### Routing congestion

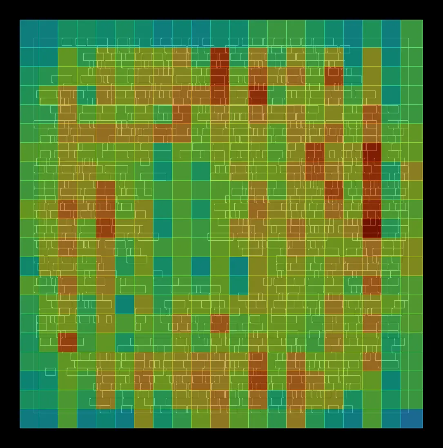
### Cell density map

The bar under the picture is 50 um long. The die is cut into 15 by 15 equal tiles; black is low, pale yellow is high, 0 to 100% covered.
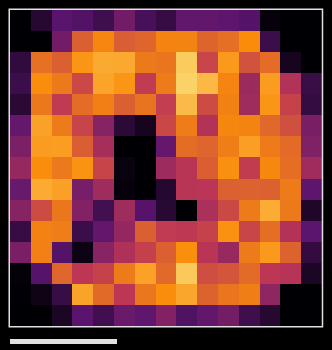
### Power grid

The bar under the picture is 50 um long. Pins as bars on the die edge.
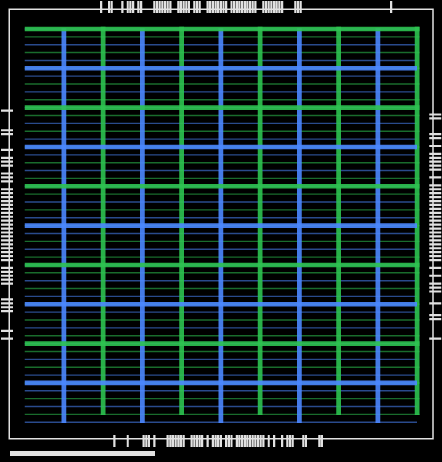
### I/O nets highlighted

The bar under the picture is 50 um long.
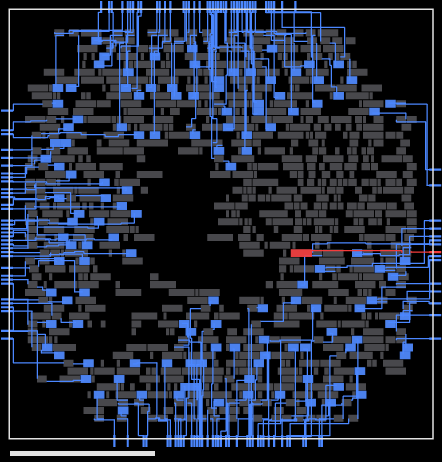
### Cells colored by class

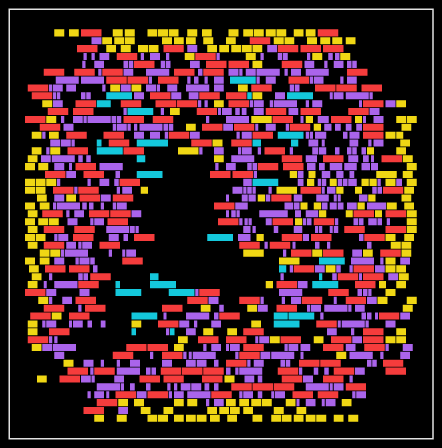
File: config.mk
export PLATFORM = sky130hd
export DESIGN_NAME = result_writeback
export DESIGN_NICKNAME = d
export VERILOG_FILES = /design/src/rtl/systolic_array_pkg.sv /design/src/rtl/result_writeback.sv
export SDC_FILE = /design/constraint.sdc
export NUM_CORES = 1
export LEC_CHECK = 0
export CORE_AREA = 5 5 141 143
export CTS_CLUSTER_DIAMETER = 80
export DETAILED_ROUTE_END_ITERATION = 16
export DIE_AREA = 0 0 146 148
export PLACE_DENSITY = 0.71
export SLEW_MARGIN = 25
export SYNTH_ARGS = -nofsm -noshare
export SYNTH_HDL_FRONTEND = slang
export SYNTH_SLANG_ARGS = --single-unit
File: constraint.sdc
create_clock -name clk -period 2.65 [get_ports clk]
set_input_delay 0.265 -clock clk [delete_from_list [all_inputs] [get_ports clk]]
set_output_delay 0.265 -clock clk [all_outputs]
set_load 0.02 [all_outputs]
File: src/rtl/systolic_array_pkg.sv
// Shared types and helpers for the systolic-array result path.
// Optional feature macro: WB_RELU_EN (enables relu_fp32 at result capture).
package systolic_array_pkg;

  localparam int unsigned FP_DW       = 32;
  localparam int unsigned FP_SIGN_BIT = FP_DW - 1;

  typedef enum logic [1:0] {
    IDLE  = 2'd0,
    WRITE = 2'd1,
    GAP   = 2'd2,
    DONE  = 2'd3
  } wb_state_t;

  // Clamp any word with the sign bit set (negatives, -0, signed NaN) to +0.
  function automatic logic [FP_DW-1:0] relu_fp32(input logic [FP_DW-1:0] w);
    return w[FP_SIGN_BIT] ? '0 : w;
  endfunction

endpackage

File: src/rtl/result_writeback.sv
// Captures one N-lane result vector and serialises it into SPAD_Y port0.
// Optional feature macro: WB_RELU_EN (clamp sign-set lanes to zero at capture).
module result_writeback
  import systolic_array_pkg::*;
#(
  parameter int unsigned N      = 4,
  parameter int unsigned AW     = 6,
  parameter int unsigned DW     = 32,
  parameter int unsigned WR_GAP = 0
) (
  input  logic                  clk,
  input  logic                  rst,
  input  logic                  y_valid_i,
  input  logic [N-1:0][DW-1:0]  y_in,
  input  logic [AW-1:0]         base_addr_y,
  input  logic                  clr_overrun_i,
  output logic                  ready_o,
  output logic                  busy_o,
  output logic                  done_o,
  output logic                  overrun_o,
  output logic                  spad_y_csb0,
  output logic [AW-1:0]         spad_y_addr0,
  output logic [DW-1:0]         spad_y_din0
);

  localparam int unsigned IW = (N > 1) ? $clog2(N) : 1;
  localparam int unsigned GW = 4;
  localparam logic [IW-1:0] LAST_IDX = IW'(N - 1);
  localparam logic [GW-1:0] GAP_LAST = GW'((WR_GAP > 0) ? (WR_GAP - 1) : 0);

  wb_state_t            state_q, state_d;
  logic [IW-1:0]        idx_q, idx_d;
  logic [GW-1:0]        gap_q, gap_d;
  logic [N-1:0][DW-1:0] vbuf_q, vbuf_d, cap_c;
  logic [AW-1:0]        base_q, base_d;

  logic                 ready_q, ready_d;
  logic                 busy_q, busy_d;
  logic                 done_q, done_d;
  logic                 overrun_q, overrun_d;
  logic                 csb_q, csb_d;
  logic [AW-1:0]        addr_q, addr_d;
  logic [DW-1:0]        din_q, din_d;

`ifdef WB_RELU_EN
  // Capture path: clamp sign-set lanes to zero.
  always_comb begin
    for (int unsigned l = 0; l < N; l++) begin
      cap_c[l] = DW'(relu_fp32(FP_DW'(y_in[l])));
    end
  end
`else
  // Capture path: bit-exact pass-through.
  assign cap_c = y_in;
`endif

  // State register plus vector buffer and counters.
  always_ff @(posedge clk) begin
    if (rst) begin
      state_q <= IDLE;
      idx_q   <= '0;
      gap_q   <= '0;
      vbuf_q  <= '0;
      base_q  <= '0;
    end else begin
      state_q <= state_d;
      idx_q   <= idx_d;
      gap_q   <= gap_d;
      vbuf_q  <= vbuf_d;
      base_q  <= base_d;
    end
  end

  // Next-state: capture in IDLE, step lanes through WRITE/GAP, one DONE cycle.
  always_comb begin
    state_d = state_q;
    idx_d   = idx_q;
    gap_d   = gap_q;
    vbuf_d  = vbuf_q;
    base_d  = base_q;
    case (state_q)
      IDLE: begin
        if (y_valid_i) begin
          vbuf_d  = cap_c;
          base_d  = base_addr_y;
          idx_d   = '0;
          state_d = WRITE;
        end
      end
      WRITE: begin
        if (idx_q == LAST_IDX) begin
          state_d = DONE;
        end else begin
          idx_d = idx_q + IW'(1);
          if (WR_GAP > 0) begin
            state_d = GAP;
            gap_d   = '0;
          end
        end
      end
      GAP: begin
        if (gap_q == GAP_LAST) begin
          gap_d   = '0;
          state_d = WRITE;
        end else begin
          gap_d = gap_q + GW'(1);
        end
      end
      DONE:    state_d = IDLE;
      default: state_d = IDLE;
    endcase
  end

  // Output decode from the next state so every output leaves a flop.
  always_comb begin
    ready_d   = (state_d == IDLE);
    busy_d    = (state_d != IDLE);
    done_d    = (state_d == DONE);
    csb_d     = (state_d != WRITE);
    addr_d    = addr_q;
    din_d     = din_q;
    overrun_d = overrun_q;
    if (state_d == WRITE) begin
      addr_d = base_d + AW'(idx_d);
      din_d  = vbuf_d[idx_d];
    end
    if (y_valid_i && (state_q != IDLE)) begin
      overrun_d = 1'b1;
    end else if (clr_overrun_i) begin
      overrun_d = 1'b0;
    end
  end

  // Output registers.
  always_ff @(posedge clk) begin
    if (rst) begin
      ready_q   <= 1'b1;
      busy_q    <= 1'b0;
      done_q    <= 1'b0;
      overrun_q <= 1'b0;
      csb_q     <= 1'b1;
      addr_q    <= '0;
      din_q     <= '0;
    end else begin
      ready_q   <= ready_d;
      busy_q    <= busy_d;
      done_q    <= done_d;
      overrun_q <= overrun_d;
      csb_q     <= csb_d;
      addr_q    <= addr_d;
      din_q     <= din_d;
    end
  end

  assign ready_o      = ready_q;
  assign busy_o       = busy_q;
  assign done_o       = done_q;
  assign overrun_o    = overrun_q;
  assign spad_y_csb0  = csb_q;
  assign spad_y_addr0 = addr_q;
  assign spad_y_din0  = din_q;

endmodule

==> flow_metrics.py <==
# Synthesis and PnR figures
metrics = {
    "worst_hold_path": {
        "hold_depth": 2,
    },
    "detailed_routing": {
        "wl_per_cell_um": 16.61,
        "wl_met2_um": 8984,
        "drt_iter0_markers": 285,
    },
    "clock_tree": {
        "cts_sinks": 185,
        "htree_levels": 4,
        "cts_tree": "built",
        "post_cts_buffers": 0,
        "worstSkewPairLatency_ns": 0.42,
    },
    "worst_setup_path": {
        "endpoint": "spad_y_addr0[4]",
        "slowest_stage": "or3b_1",
        "crit_fanout": 12,
        "regToRegEndpoint": "spad_y_addr0[4]",
        "cp.arrival_ns": 2.77,
        "cp_cell_sequence": "or3b_1 -> nand2_1 -> nand2_1 -> ha_1 -> ha_1 -> a21oi_1 -> a221oi_1 -> or4_1 -> o311ai_1",
    },
    "outcome": {
        "status": "complete, no violations",
    },
    "layout": {
        "final-clk-cell-share_pct": 5.435,
        "syn_to_final_growth_pct": 34.86,
        "comb_area_mm2": 0.003492,
    },
    "synthesis": {
        "ys.flops": 185,
        "avgSynthCellArea_um2": 10.81,
    },
    "grt": {
        "grt_busiest_layer": "met2",
        "antenna_found_initial": 0,
    },
    "sta": {
        "setup_viol": 0,
    },
}
-- 'Routing congestion' (at the start) --
grt met3 use: 3.955%
GRT Overall Usage: 17.24%

-- 'Cell density map' (at the start) --
- tiles over 75% full: 14%
- nearly empty tiles: 10%
- fullest tile: 90%
- mean over tiles: 46%
Initial Utilization: 40.88%
Core Util, Final: 55.13%
core area: 0.01846 mm^2

-- 'Power grid' (at the start) --
- blue: VSS
- green: VDD
- met5 straps: 10
- rows: 50

-- 'I/O nets highlighted' (at the start) --
- red: done_o (bits 1; direction output; edge right; end cells 1; wire 39.3 um)
- blue: y_in (bits 128; direction input; edge 42 top, 38 bottom, 34 left, 14 right; end cells 128; wire 4190 um)

-- 'Cells colored by class' (at the start) --
- purple: all other logic (cells 460)
- yellow: other buffers and delay cells (cells 211)
- red: flip-flops (cells 185)
- cyan: clock drivers and dummy loads (cells 31)
post-layout instance area: 0.01017 mm^2
FP Rows: 50
Seq/total area: 36.40%

[registers in the layout, summed over array words and instances (netlist names)]
name and flops:
spad_y_din0 32, spad_y_csb0 1, busy_o 1, ready_o 1, vbuf_q 128, state_q 2
gap_q 4, idx_q 2, spad_y_addr0 6, done_o 1, base_q 6, overrun_o 1
[report_power, final]
group / internal, mW / total [mW] / switching [mW]
Sequential: 2.97 / 3.05 / 0.0749
Clock: 1.34 / 2.40 / 1.07
Combinational: 0.637 / 1.17 / 0.537
[cells by family after synthesis]
logic type	Yosys count
flops	185
buf+inv	60
simple gates	181
mux	167
fa+ha+maj	4
xor+xnor	3
compound gates	98
[stage by stage]
stage                     area (um^2)  power [mW]
after floorplan                  7545       3.789
after global placement           9622       4.276
after detailed placement         9622       4.291
after CTS                       10170       6.704
after global routing            10170       6.938
final                           10170       6.626
Power figures rest on the tool's default switching activity, not on a simulated workload.
